File: src/rtl/fc_pkg.sv
// Shared types for the FC classification stage: score word, class index and
// the {value, index} candidate carried through the argmax tree.
package fc_pkg;

  localparam int DEF_WORD_SIZE  = 16;
  localparam int DEF_LAYER_SIZE = 10;

  typedef logic signed [DEF_WORD_SIZE-1:0]      word_t;
  typedef logic [$clog2(DEF_LAYER_SIZE)-1:0]    idx_t;

  typedef struct packed {
    word_t val;
    idx_t  idx;
  } cand_t;

  // Number of live candidates after lv halving levels (odd leftovers survive).
  function automatic int level_cnt(input int n, input int lv);
    int c;
    c = n;
    for (int i = 0; i < lv; i++) c = (c + 1) / 2;
    return c;
  endfunction

endpackage

File: src/rtl/argmax_node.sv
// One compare/select node of the argmax tree. The right operand wins only on
// strictly greater value, so equal scores keep the lower (left) index.
module argmax_node
  import fc_pkg::*;
#(
  parameter type CAND_T = cand_t
) (
  input  CAND_T a_i,
  input  CAND_T b_i,
  output CAND_T y_o
);

  always_comb begin
    y_o = a_i;
    if (b_i.val > a_i.val) y_o = b_i;
  end

endmodule

File: src/rtl/softmax_argmax.sv
// Argmax of the final FC layer scores (equals argmax of softmax), registered.
// Define SOFTMAX_MAXVAL_EN to also output the winning score on Zval.
module softmax_argmax
  import fc_pkg::*;
#(
  parameter int WORD_SIZE  = DEF_WORD_SIZE,
  parameter int LAYER_SIZE = DEF_LAYER_SIZE,
  localparam int IDX_W     = $clog2(LAYER_SIZE)
) (
  input  logic                        clk,
  input  logic                        reset,
  input  logic signed [WORD_SIZE-1:0] X [LAYER_SIZE],
  input  logic                        in_valid,
  output logic [IDX_W-1:0]            Z,
  output logic                        out_valid
`ifdef SOFTMAX_MAXVAL_EN
  ,
  output logic [WORD_SIZE-1:0]        Zval
`endif
);

  localparam int LVLS = $clog2(LAYER_SIZE);

  typedef struct packed {
    logic signed [WORD_SIZE-1:0] val;
    logic [IDX_W-1:0]            idx;
  } node_t;

  // lvl[l][j]: j-th surviving candidate after l levels; unused slots tied off.
  node_t lvl [LVLS+1][LAYER_SIZE];

  genvar k, lv, j;
  generate
    for (k = 0; k < LAYER_SIZE; k++) begin : g_leaf
      assign lvl[0][k].val = X[k];
      assign lvl[0][k].idx = IDX_W'(k);
    end

    for (lv = 0; lv < LVLS; lv++) begin : g_lvl
      localparam int CNT = level_cnt(LAYER_SIZE, lv);
      localparam int NXT = (CNT + 1) / 2;
      for (j = 0; j < CNT / 2; j++) begin : g_node
        argmax_node #(.CAND_T(node_t)) u_node (
          .a_i(lvl[lv][2*j]),
          .b_i(lvl[lv][2*j+1]),
          .y_o(lvl[lv+1][j])
        );
      end
      if (CNT % 2 == 1) begin : g_pass
        assign lvl[lv+1][CNT/2] = lvl[lv][CNT-1];
      end
      for (j = NXT; j < LAYER_SIZE; j++) begin : g_tie
        assign lvl[lv+1][j] = '0;
      end
    end
  endgenerate

  logic [IDX_W-1:0] z_q, z_d;
  logic             vld_q, vld_d;

  always_comb begin
    z_d   = in_valid ? lvl[LVLS][0].idx : z_q;
    vld_d = in_valid;
  end

  always_ff @(posedge clk or negedge reset) begin
    if (!reset) begin
      z_q   <= '0;
      vld_q <= 1'b0;
    end else begin
      z_q   <= z_d;
      vld_q <= vld_d;
    end
  end

  assign Z         = z_q;
  assign out_valid = vld_q;

`ifdef SOFTMAX_MAXVAL_EN
  logic [WORD_SIZE-1:0] zval_q, zval_d;

  always_comb zval_d = in_valid ? lvl[LVLS][0].val : zval_q;

  always_ff @(posedge clk or negedge reset) begin
    if (!reset) zval_q <= '0;
    else        zval_q <= zval_d;
  end

  assign Zval = zval_q;
`endif

endmodule

File: config.mk
export PLATFORM = sky130hd
export DESIGN_NAME = softmax_argmax
export DESIGN_NICKNAME = d
export VERILOG_FILES = /design/src/rtl/fc_pkg.sv /design/src/rtl/argmax_node.sv /design/src/rtl/softmax_argmax.sv
export SDC_FILE = /design/constraint.sdc
export NUM_CORES = 1
export LEC_CHECK = 0
export CAP_MARGIN = 10
export CORE_UTILIZATION = 45
export DETAILED_ROUTE_END_ITERATION = 7
export PLACE_DENSITY = 0.73
export SLEW_MARGIN = 20
export SYNTH_ARGS = -nofsm -noshare
export SYNTH_HDL_FRONTEND = slang
export SYNTH_HIERARCHICAL = 1
export SYNTH_SLANG_ARGS = --single-unit
File: constraint.sdc
create_clock -name clk -period 0.8 [get_ports clk]
set_input_delay 0.12 -clock clk [delete_from_list [all_inputs] [get_ports clk]]
set_output_delay 0.12 -clock clk [all_outputs]
set_load 0.03 [all_outputs]
### Metal 2, run 1

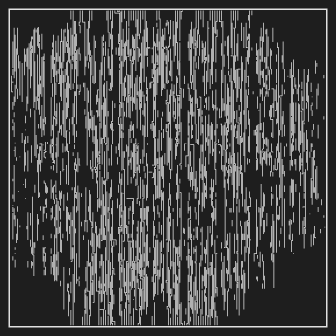
The longest straight run is 48.6 um. 1244 nets have wire on it. The layer carries 10900 um of wire.

### Congestion heat map, run 1

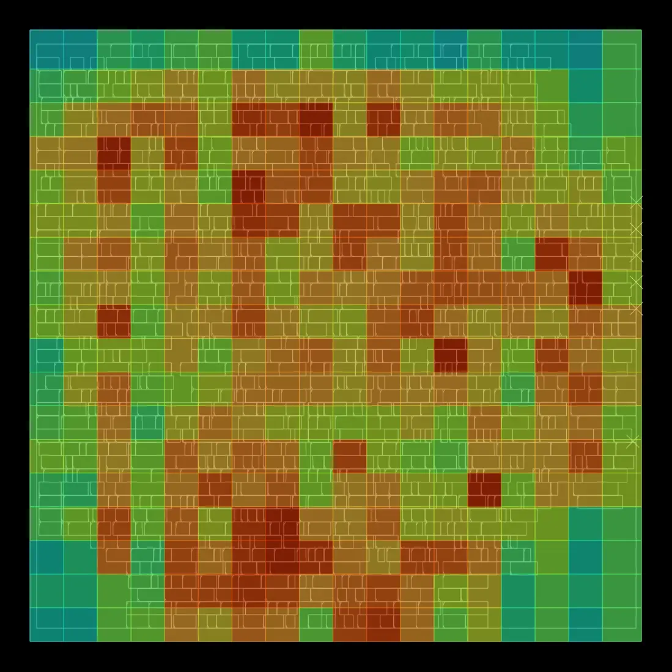
met3 Usage GRT: 1.16%
DR WL/cell: 16.5 um

### Wiring heat map, run 1

The bar under the picture is 50 um long. 25 x 25 tiles, from black (low) to pale yellow (high), scaled to the fullest tile. Values are wire area over tile area, all layers added.
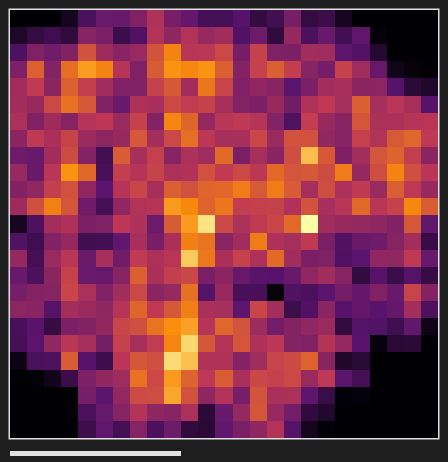
28% of the tiles are over half the peak. The mean over all tiles is 0.20. 9.4% of the tiles are nearly empty. The fullest tile reaches 0.52. The emptiest ninth of the die: south-east.

### Cell density map, run 1

The bar under the picture is 50 um long. 13 x 13 tiles, from black (low) to pale yellow (high), 0 to 100% covered.
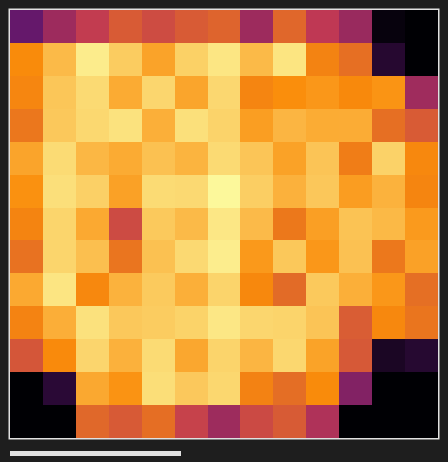
The mean over all tiles is 71%. 60% of the tiles are over 75% full. 5.9% of the tiles are nearly empty.

==> run_results.csv, run 1 <==
group,metric,value,unit
grt,antenna_found_initial,0,
sta,worst_slack,-6600,ps
sta,slew_violations,0,
sta,worstMarginPinSlew,608,ps
clock_network,clk_pin_slew_worst_paths,30,ps
pwr,power_density,1720,mW/mm^2
pwr,pwr-share-comb,93.5,%
final_layout,fillers,883,
sta,rsz0062_at_grt,"yes",
outcome,violations,"design-rule violations, negative setup slack",
placement,dp_hpwl,15800,um
detailed_routing,vias,6431,
placement,portBuffers,167,
outcome,status,"finished, violations left",
sta,final-setup-viol-count,9,
final_layout,antennaDiodeCount,0,
final_layout,final_common_cell,"mux2_4",
detailed_routing,drc,6,
hold_path,hold_path.class,"input port to async pin",
setup_path,critPathCaptureType,"register",
final_layout,combGateArea,0.00736,sq mm
grt,grt_max_degree,15,
### M1 wires, run 1

The bar under the picture is 50 um long.
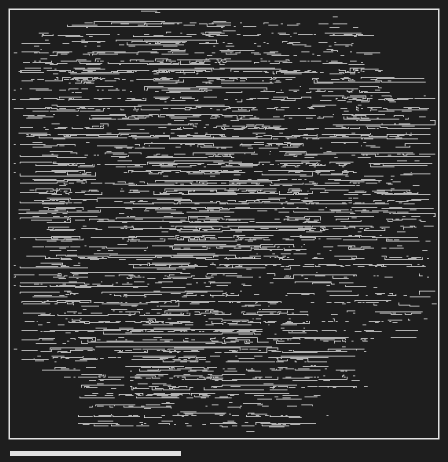

==> run 1 -> run 2 <==
Settings changed: DONT_BUFFER_PORTS set to 1, PLACE_DENSITY 0.73 to not set.
### M1 wires, run 2

The bar under the picture is 50 um long.
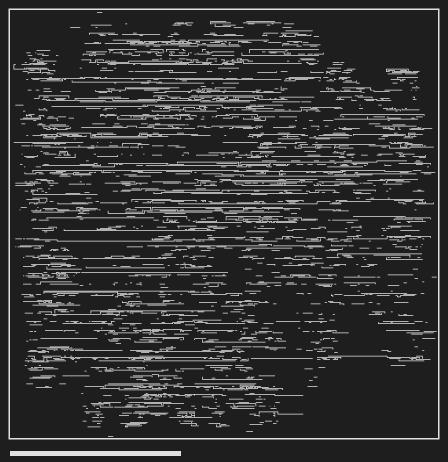
1125 nets have wire on it. The layer holds 43% of the routed length. The wires run mostly horizontal. The layer carries 7490 um of wire. The longest straight run is 44.2 um.

### Congestion heat map, run 2

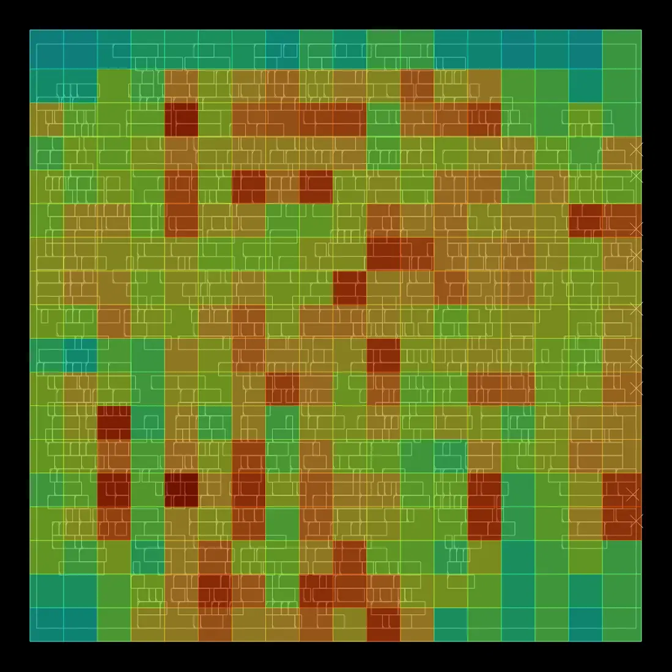
DR WL/cell: 16.4 um
GR Util met1: 25.5%

==> run 2 against run 1 <==
The run still ends with design-rule violations, negative setup slack left. Non-clock buffer count is 196 lower. Highest routed layer unchanged. Core utilization decreased by 17 points. Routed wire length fell by 16%. Combinational power fell by 7%. Critical path depth rose by 2. Worst hold slack worse by 64 ps.
==> run_results.csv, run 2 <==
group,metric,value,unit
final_layout,seq-cell-share,1.41,%
detailed_routing,drc,9,
pwr,power_density,2060,mW/mm^2
grt,grt_max_degree,15,
setup_path,critPathCaptureType,"register",
hold_path,hold_end,"Z[3]",
final_layout,final_common_cell,"mux2_4",
flow_run,timing.max_cap.violations,0,
sta,rsz0062_at_grt,"yes",
outcome,violations,"design-rule violations, negative setup slack",
logic_synthesis,syn_avg_cell_area,9.46,sq um
grt,met3_usage,2.48,%
final_layout,fillers,1224,
sta,slew_violations,0,
final_layout,combGateArea,0.00685,sq mm
floorplanning,nWellTaps,184,
grt,antenna_found_initial,0,
hold_path,hold_path.class,"input port to register",
outcome,status,"finished, violations left",
placement,dp_hpwl,15300,um
sta,worst_slack,-6310,ps
sta,final-setup-viol-count,9,
### Metal 2, run 2

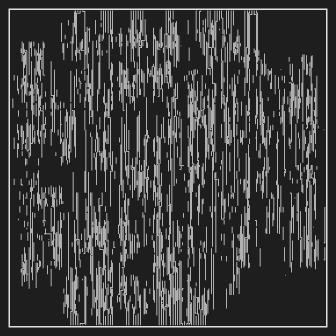
vias: 5581
total wire length: 17300 um
global routing usage on met2: 42.0%

Power figures rest on the tool's default switching activity, not on a simulated workload.
